**Power grid**

Scale bar: 20 µm. Pins as bars on the die edge. Tap cells in gray.
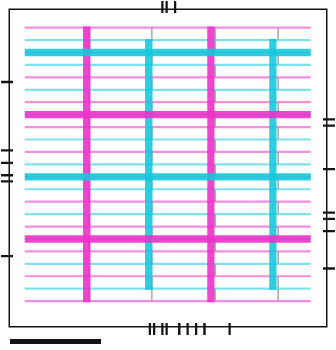
**Placement by cell class**

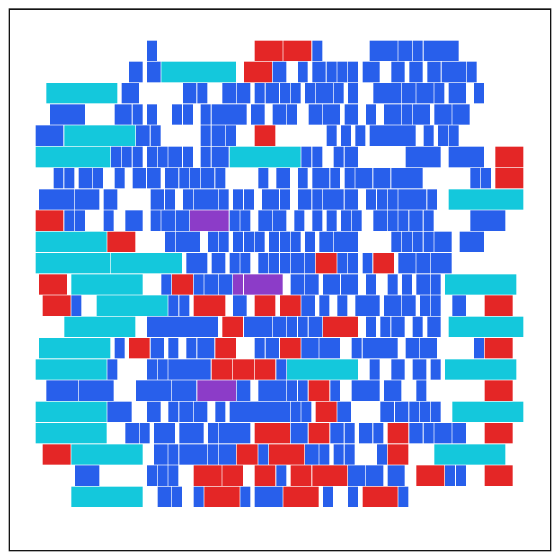
**Clock wires, drivers and flops**

Scale bar: 20 µm.
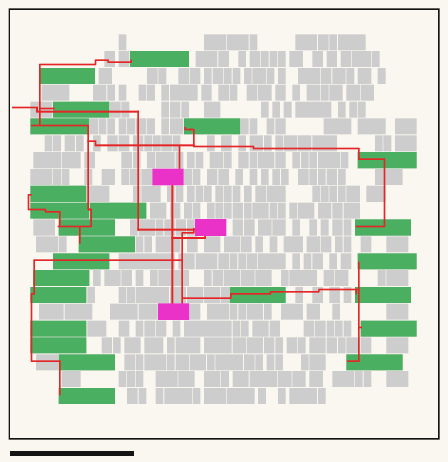
**Metal layers overlaid**

Scale bar: 20 µm. Only two layers are drawn.
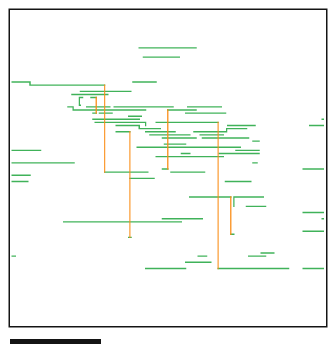
File: src/rtl/pick_sweep_ctrl.sv
// pick_sweep_ctrl: frame-rate sweep controller for a rotating pick.
// Every frame_clk rising edge is synchronized into CLK and turned into a
// one-cycle tick. On each tick the held keycode selects the sweep state
// (IDLE / SWEEP_CW / SWEEP_CCW / HOLD), the rotation phase, or a return home.
// PickX then steps in the sweep direction, wrapping within [488,935].
//
// Ports:
//   CLK         - single clock, rising edge
//   Reset       - asynchronous, active-high reset
//   frame_clk   - vertical-sync strobe, asynchronous to CLK
//   keycode     - held USB HID key code, 0 = none
//   PickX       - sweep position, always in [488,935]
//   phaseShift  - rotation phase select, 0..2
//   moving      - high while sweeping CW or CCW
//   rot_settled - high once the downstream trig LUT has caught up with
//                 PickX/phaseShift
//
// Build option: define PICK_SWEEP_RAMP_EN to double the step after every
// RAMP_FRAMES consecutive ticks in one direction, saturating at 4*STEP.
module pick_sweep_ctrl #(
  parameter logic [9:0]  START_X     = 10'd600,
  parameter int unsigned STEP        = 1,
  parameter int unsigned RAMP_FRAMES = 16
) (
  input  logic       CLK,
  input  logic       Reset,
  input  logic       frame_clk,
  input  logic [7:0] keycode,
  output logic [9:0] PickX,
  output logic [1:0] phaseShift,
  output logic       moving,
  output logic       rot_settled
);

  // The wrap logic assumes the largest step stays below the 448-wide window.
  if (RAMP_FRAMES == 0 || STEP == 0 || STEP * 4 >= 448) begin : g_bad_params
    $error("pick_sweep_ctrl: STEP must be in 1..111 and RAMP_FRAMES non-zero");
  end

  typedef enum logic [1:0] {IDLE, SWEEP_CW, SWEEP_CCW, HOLD} state_t;

  localparam logic [10:0] X_LO   = 11'd488;
  localparam logic [10:0] X_HI   = 11'd935;
  localparam logic [10:0] X_SPAN = 11'd448;
  localparam logic [10:0] STEP_B = 11'(STEP);

  state_t      state, state_n;
  logic        last_ccw, last_ccw_n;
  logic        sync1, sync2, sync_prev;
  logic [1:0]  sync_fill;
  logic        tick;
  logic [9:0]  x_n;
  logic [1:0]  ph_n;
  logic        changed;
  logic [1:0]  settle_cnt;
  logic [10:0] step_cur;
  logic [10:0] x_ext;

  // The edge detector is only trusted once the synchronizer and the history
  // flop hold real samples; otherwise a frame_clk already high at reset
  // release would look like a fresh rising edge.
  assign tick  = sync2 & ~sync_prev & (&sync_fill);
  assign x_ext = {1'b0, PickX};

`ifdef PICK_SWEEP_RAMP_EN
  localparam int unsigned CNT_W = $clog2(RAMP_FRAMES + 1);
  logic [1:0]       lvl, lvl_n, lvl_base;
  logic [CNT_W-1:0] fcnt, fcnt_n, fcnt_inc;
  logic             entry;
`endif

  always_comb begin
    state_n    = state;
    last_ccw_n = last_ccw;
    x_n        = PickX;
    ph_n       = phaseShift;
    step_cur   = STEP_B;
`ifdef PICK_SWEEP_RAMP_EN
    lvl_n    = lvl;
    fcnt_n   = fcnt;
    entry    = 1'b0;
    lvl_base = '0;
    fcnt_inc = '0;
`endif
    if (tick) begin
      unique case (keycode)
        8'h07: state_n = SWEEP_CW;
        8'h04: state_n = SWEEP_CCW;
        8'h2C: begin
          if (state == SWEEP_CW || state == SWEEP_CCW) state_n = HOLD;
          else if (state == HOLD) state_n = last_ccw ? SWEEP_CCW : SWEEP_CW;
        end
        8'h4A: begin
          state_n = IDLE;
          x_n     = START_X;
        end
        8'h1E: ph_n = 2'd0;
        8'h1F: ph_n = 2'd1;
        8'h20: ph_n = 2'd2;
        default: ;
      endcase

`ifdef PICK_SWEEP_RAMP_EN
      // Any state change into a sweep restarts the ramp at base step; this
      // tick already counts as the first of the new run.
      if (state_n == SWEEP_CW || state_n == SWEEP_CCW) begin
        entry    = (state_n != state);
        lvl_base = entry ? 2'd0 : lvl;
        fcnt_inc = (entry ? '0 : fcnt) + 1'b1;
        step_cur = STEP_B << lvl_base;
        if (fcnt_inc == CNT_W'(RAMP_FRAMES)) begin
          fcnt_n = '0;
          lvl_n  = (lvl_base == 2'd2) ? 2'd2 : lvl_base + 2'd1;
        end else begin
          fcnt_n = fcnt_inc;
          lvl_n  = lvl_base;
        end
      end else begin
        lvl_n  = '0;
        fcnt_n = '0;
      end
`endif

      // Movement follows the new state, so a direction change moves at once.
      if (state_n == SWEEP_CW) begin
        last_ccw_n = 1'b0;
        if (x_ext + step_cur > X_HI) x_n = 10'(x_ext + step_cur - X_SPAN);
        else                         x_n = 10'(x_ext + step_cur);
      end else if (state_n == SWEEP_CCW) begin
        last_ccw_n = 1'b1;
        if (x_ext < X_LO + step_cur) x_n = 10'(x_ext + X_SPAN - step_cur);
        else                         x_n = 10'(x_ext - step_cur);
      end
    end
    changed = (x_n != PickX) || (ph_n != phaseShift);
  end

  always_ff @(posedge CLK or posedge Reset) begin
    if (Reset) begin
      sync1       <= 1'b0;
      sync2       <= 1'b0;
      sync_prev   <= 1'b0;
      sync_fill   <= '0;
      state       <= IDLE;
      last_ccw    <= 1'b0;
      PickX       <= START_X;
      phaseShift  <= '0;
      moving      <= 1'b0;
      rot_settled <= 1'b0;
      settle_cnt  <= 2'd2;
`ifdef PICK_SWEEP_RAMP_EN
      lvl         <= '0;
      fcnt        <= '0;
`endif
    end else begin
      sync1     <= frame_clk;
      sync2     <= sync1;
      sync_prev <= sync2;
      if (sync_fill != 2'd3) sync_fill <= sync_fill + 2'd1;
      state      <= state_n;
      last_ccw   <= last_ccw_n;
      PickX      <= x_n;
      phaseShift <= ph_n;
      moving     <= (state_n == SWEEP_CW) || (state_n == SWEEP_CCW);
`ifdef PICK_SWEEP_RAMP_EN
      lvl        <= lvl_n;
      fcnt       <= fcnt_n;
`endif
      // Low for two cycles after a change: LUT address register plus margin.
      if (changed) begin
        rot_settled <= 1'b0;
        settle_cnt  <= 2'd2;
      end else if (settle_cnt != 2'd0) begin
        settle_cnt  <= settle_cnt - 2'd1;
        rot_settled <= (settle_cnt == 2'd1);
      end
    end
  end

endmodule

File: config.mk
export PLATFORM = sky130hd
export DESIGN_NAME = pick_sweep_ctrl
export DESIGN_NICKNAME = d
export VERILOG_FILES = /design/src/rtl/pick_sweep_ctrl.sv
export SDC_FILE = /design/constraint.sdc
export NUM_CORES = 1
export LEC_CHECK = 0
export ABC_AREA = 1
export CAP_MARGIN = 25
export CORE_MARGIN = 3
export CORE_UTILIZATION = 57
export DETAILED_ROUTE_END_ITERATION = 16
export PLACE_DENSITY = 0.81
export SETUP_SLACK_MARGIN = 0.2
export SLEW_MARGIN = 20
export SYNTH_ARGS = -nofsm -noshare
export SYNTH_HDL_FRONTEND = slang
export SYNTH_SLANG_ARGS = --single-unit
File: constraint.sdc
create_clock -name CLK -period 3.56 [get_ports CLK]
set_input_delay 0.534 -clock CLK [delete_from_list [all_inputs] [get_ports CLK]]
set_output_delay 0.534 -clock CLK [all_outputs]
set_load 0.02 [all_outputs]
==> out/results.tsv <==
metric	value	unit
status	finished clean	
hold path cells	0	
cells on worst reg2reg path	22	
CP startpoint	keycode[1]	
Hold Crit Class	register to register	
CP max-delay cell	clkdlybuf4s50_1	
Min Clock Period, post-route	3.13	ns
crit path launch type	input pin	
Post-CTS Resized	3	
Tap Count	48	
nature of the critical path endpoint	register	
WP data arrival	3.34	ns
multi-input gates	270	
final cell count without fillers	441	
htree depth	1	
Final GP Congestion	0.926	
top layer in use	met4	
busiest grt layer	met2	
Int Power	949	µW
buffering overhead	15.4	%
Overflow after GRT	0	
# Cells Yosys	351	
final hold vios	0	
Sw Pwr	1.04	mW
Top class by area	combinational gates	
WHS Endpoint	sync2$_DFF_PP0_	
Crit path depth	25	
Sequential Power Share	26.9	%
core utilization before placement	60.7	%
Worst-path clk slew	0.09	ns
placed cells	435	
nonclk buf count	47	
Final Power	1.99	mW
Mapped Cells	351	
Yosys top cell area share	20.9	%
WL met1	2700	µm
Place WS	-0.188	ns
Num CTS Buffers	3	
ANT nets after route	0	
largest stage delay on the critical path	0.49	ns
Tool Warnings	31	
Via density	5.65	
filler instances	292	
register area	607	µm²
drt first pass iters	5	
Worst R2R End	settle_cnt[0]$_DFFE_PP0P_	
Slew Limit Fails	0	
RSZ-0062 raised after global routing	false	
met2 Resource Use GR	41.8	%
area leader, netlist	dfrtp_1	
worst reg2reg path startpoint	PickX[1]$_DFF_PP0_	
vias in the first global route	2254	
metal2 WL	2780	µm
Crit path top cell by count	nand2_1	
largest net degree at the start of global routing	25	
measured slew at the worst slew-check pin	0.927	ns
syn_area_per_cell	6.47	µm²
Min-Delay Startpoint	sync1$_DFF_PP0_	
clk buf depth	2	
DIE AREA	4780	µm²
Largest delay share family, worst path	simple AND/OR/NAND/NOR gates	
Worst Path Required	3.77	ns
antenna violations before repair	0	
Final Setup Violations	0	
global-route wire length before repair	10000	µm
Rel. slew slack	38.1	%
Setup WS post-layout	0.430	ns
Crit Path Max Fanout	5	
Starting DRT DRC Count	249	
synth unique cells	34	
Clock-cell share	1.60	%
CTS Root Cell	clkbuf_8	
Yosys warning total	0	
share of post-route cells with drive strength above 1	20.9	%
Syn Std Cell Area	2270	µm²
area reported by Yosys stat	2270	µm²
CTS tree	built	
met3 Use GR	3.06	%
## Picture notes: 'power grid'
legend:
  VDD:
    color: cyan
  VSS:
    color: magenta
met5 straps: 4
met4 straps: 4
rows: 22
die height: 69.1 µm
core box area: 3740 µm²
Die Width: 69.1 µm
Peak VDD IR: 0.000462 V

## Picture notes: 'placement by cell class'
legend:
  remaining buffers and delay cells:
    color: red
    cells: 47
  sequential cells:
    color: cyan
    cells: 24
  clock drivers and dummy loads:
    color: purple
    cells: 4
  combinational and other logic:
    color: blue
    cells: 318
Util after Layout: 75.2%
flop share of the area: 21.6%

## Picture notes: 'clock wires, drivers and flops'
legend:
  clock wires:
    color: red
    length: 351 µm
  flip-flops:
    color: green
    count: 24
  clock drivers:
    color: magenta
    count: 3
routed clock nets: 4
Clk power: 174 µW
worst skew pair latency: 0.27 ns
clk_skew: 0.00853 ns
Clk network pwr share: 8.7%

## Picture notes: 'metal layers overlaid'
legend:
  metal 4:
    color: orange
    wire_length: 98.6 µm
  metal 3:
    color: green
    wire_length: 470 µm
Wirelength per Cell: 13.7 µm
DR vias: 2491
drt total wl: 6050 µm
Total GRT Usage: 25.2%

## sequential cells by signal (all words and copies together) (netlist names), 2 cells and up
signal      cells
state           2
phaseShift      2
PickX          10
sync_fill       2
settle_cnt      2
## synthesized netlist by cell type
library cell	number
a21oi_1	13
o21ai_1	1
inv_2	6
xor2_2	1
xnor2_1	3
and3_1	1
a22oi_1	3
xor2_1	5
o22ai_1	1
buf_2	1
nor2_2	5
o21a_1	1
inv_1	41
nor3_1	8
clkbuf_1	2
nand3_2	3
dfrtp_1	19
clkinv_1	1
mux2_2	1
o21ai_0	17
ha_1	11
buf_4	1
mux2i_1	1
dfstp_2	5
nand3_1	43
nand4_1	8
buf_6	5
nor2_1	31
nor2_4	1
a31oi_1	3
o21bai_1	1
nand2_1	98
nand2_2	9
nor4_4	1
Power is estimated from default activity; no workload was simulated.
